==> config.mk <==
export PLATFORM = sky130hd
export DESIGN_NAME = mips_debug_display
export DESIGN_NICKNAME = d
export VERILOG_FILES = /design/src/rtl/mips_dbg_pkg.sv /design/src/rtl/hex_to_7seg.sv /design/src/rtl/mips_debug_display.sv
export SDC_FILE = /design/constraint.sdc
export NUM_CORES = 1
export LEC_CHECK = 0
export ABC_AREA = 1
export CAP_MARGIN = 20
export CORE_UTILIZATION = 54
export DETAILED_ROUTE_END_ITERATION = 10
export HOLD_SLACK_MARGIN = 0.06
export PLACE_DENSITY = 0.8
export SYNTH_ARGS = -nofsm -noshare
export SYNTH_HDL_FRONTEND = slang
export SYNTH_SLANG_ARGS = --single-unit
==> constraint.sdc <==
create_clock -name clk -period 2.98 [get_ports clk]
set_input_delay 0.596 -clock clk [delete_from_list [all_inputs] [get_ports clk]]
set_output_delay 0.596 -clock clk [all_outputs]
set_load 0.02 [all_outputs]
Figure 1. Metal layers overlaid.
The bar under the picture is 50 um long.
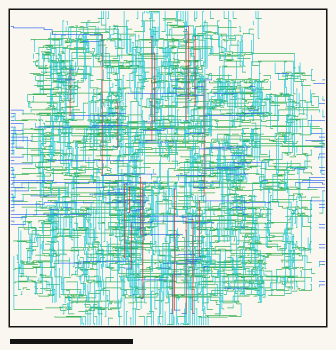
[cyan] metal 2 | wire length: 9910 um
[red] metal 4 | wire length: 596 um
[blue] metal 3 | wire length: 1120 um
[green] metal 1 | wire length: 9370 um
routed wire length: 20.99 mm
total track usage: 0.2691
WL per Instance: 13.73 um

Figure 2. Layout detail.
The bar under the picture is 5 um long. Window x 54 to 74, y 80 to 100 um. Cells in grey, sequential cells in the stronger grey; small squares are vias.
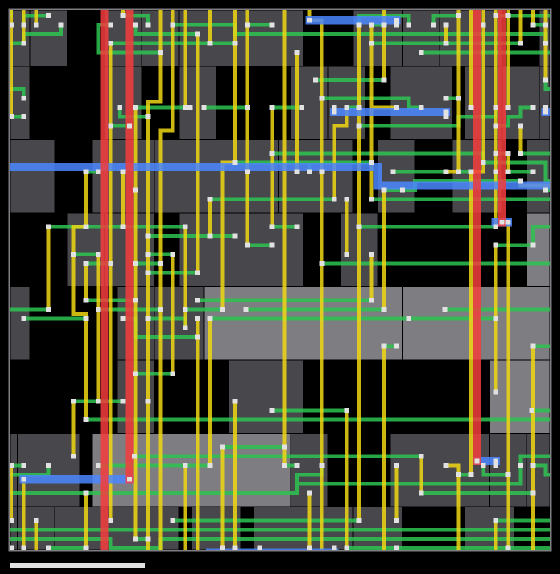
[green] metal 1
[yellow] metal 2
[blue] metal 3
[red] metal 4
sequential cells in the window: 3
most frequent: nand2_1 (14), nand3_1 (7)
cells with their middle in the window: 43

Figure 3. Selected gate families.
The bar under the picture is 50 um long.
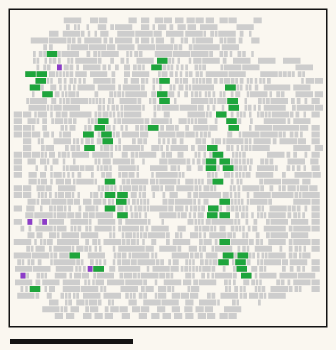
[green] fa/ha/maj cells | cells: 51
[purple] and/or cells | cells: 5
Top cell excl fill/tap: nand2_1
combinational share of cell area: 0.4256
Final Instance Count excl. Fillers: 1529

Figure 4. Routing congestion map.
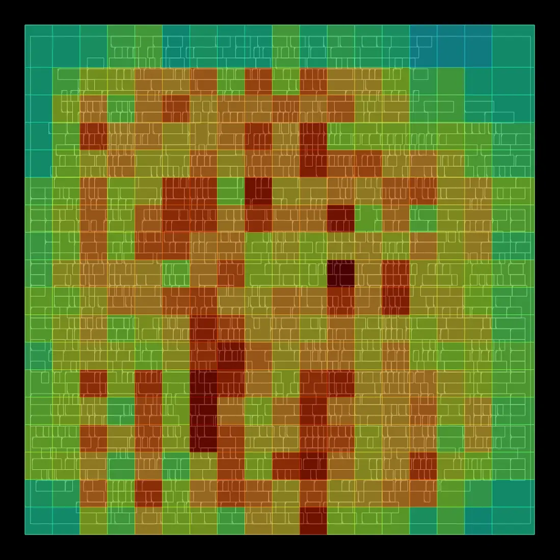
met3 Use GR: 0.05801
met1 Use GR: 0.3374
met2 usage: 0.4511
busiest layer in global routing: met2
Final Util: 0.7042

Figure 5. Sequential cells grouped by signal name.
The bar under the picture is 50 um long. Other sequential cells in the stronger grey, the rest of the logic in the fainter grey.
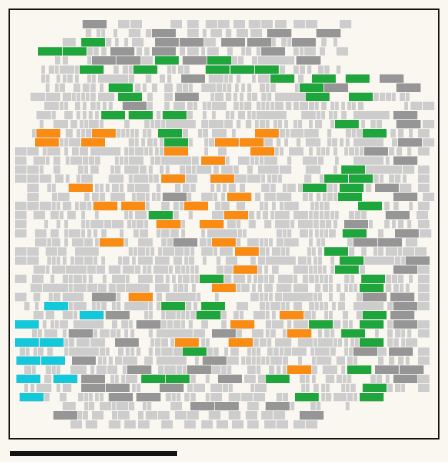
[cyan] r_cnt | placed flops: 10 | where: lower left
[green] g_digit.u_seg.o_seg | placed flops: 56
[orange] r_value | placed flops: 32
fraction of area in registers: 0.3107
Seq power: 0.00225 W
register area: 0.003363 mm2

==> impl_metrics.ini <==
; physical design summary
[outcome]
status = completed

[place]
gp_congestion = 0.9232
dpl_cell_area_mm2 = 0.01019

[synthesis]
aoi_share = 0.04264
ys_cells = 1176
ys_sh_xor = 0.005111
ys_area_mm2 = 0.008568
syn_nets = 1301

[clock_tree]
clock_sinks = 168
path_clk_slew_ns = 0.06

[final_layout]
finalInstanceArea_mm2 = 0.01082
drive_gt1_frac = 0.1259
largest_reg_flops = 56

[sta]
drv_slew = 0
fin_ws_ns = 0.4288
setup_viol = 0

[die]
initCoreUtil = 0.5574
ios = 138
die_area_mm2 = 0.01638

[route]
top_layer_used = met4
routed-via-count = 7933
wl_met3_mm = 1.117

[worst_setup_path]
critical-path-max-stage-delay_ns = 0.37
cp.buffers_inverters = 3
crit_family = simple AND/OR/NAND/NOR gates
path_class = reg2reg
==> stage by stage <==
| step | utilization | std cells | hold slack (ns) |
|---|---|---|---|
| 2_1_floorplan | - | 1176 | 0.4295 |
| 3_3_place_gp | 0.6627 | 1498 | 0.4384 |
| 3_5_place_dp | 0.6627 | 1498 | 0.4416 |
| 4_1_cts | 0.7042 | 1529 | 0.4586 |
| 5_1_grt | 0.7042 | 1529 | 0.4760 |
| 6_report | 0.7042 | 1529 | 0.4529 |
==> layout make-up <==
cell class                      count  area (um2)  area share
Multi-Input combinational cell    863        4607      0.4256
Sequential cell                   168        3363      0.3107
Timing Repair Buffer              162        1597      0.1475
Clock buffer                       21       470.5     0.04346
Inverter                           94       355.3     0.03283
Tap cell                          211       264.0     0.02439
Clock inverter                     10       167.7     0.01549
==> cells in the mapped netlist (all sizes together) <==
master  number
nand3      201
nor2        63
o21ai       63
dfxtp      168
nor3b        2
clkinv       2
nand4        1
or2          5
clkbuf      25
nand2      422
a21oi       10
inv         92
xor2         4
nor3         3
buf         26
nand3b      36
nor4         1
ha          51
xnor2        1
==> power breakdown <==
part           switching [W]  leakage (nW)  internal, W
clock network       0.000890         0.310      0.00147
logic              0.0000838          3.83     0.000102
registers         0.00000285          1.36      0.00225
total               0.000977          5.50      0.00382
==> layout by cell type (no fill, tap or decap), drive strengths merged <==
cell,n
nand2,422
nand3,201
dfxtp,168
clkdlybuf4s50,137
inv,93
o21ai,63
nor2,63
ha,51
nand3b,36
buf,25
clkbuf,21
a21oi,10
clkinv,6
or2,5
xor2,4
bufinv,4
nor3,3
nor3b,2
nand4,1
nor4,1
xnor2,1
clkinvlp,1
Power is estimated from default activity; no workload was simulated.
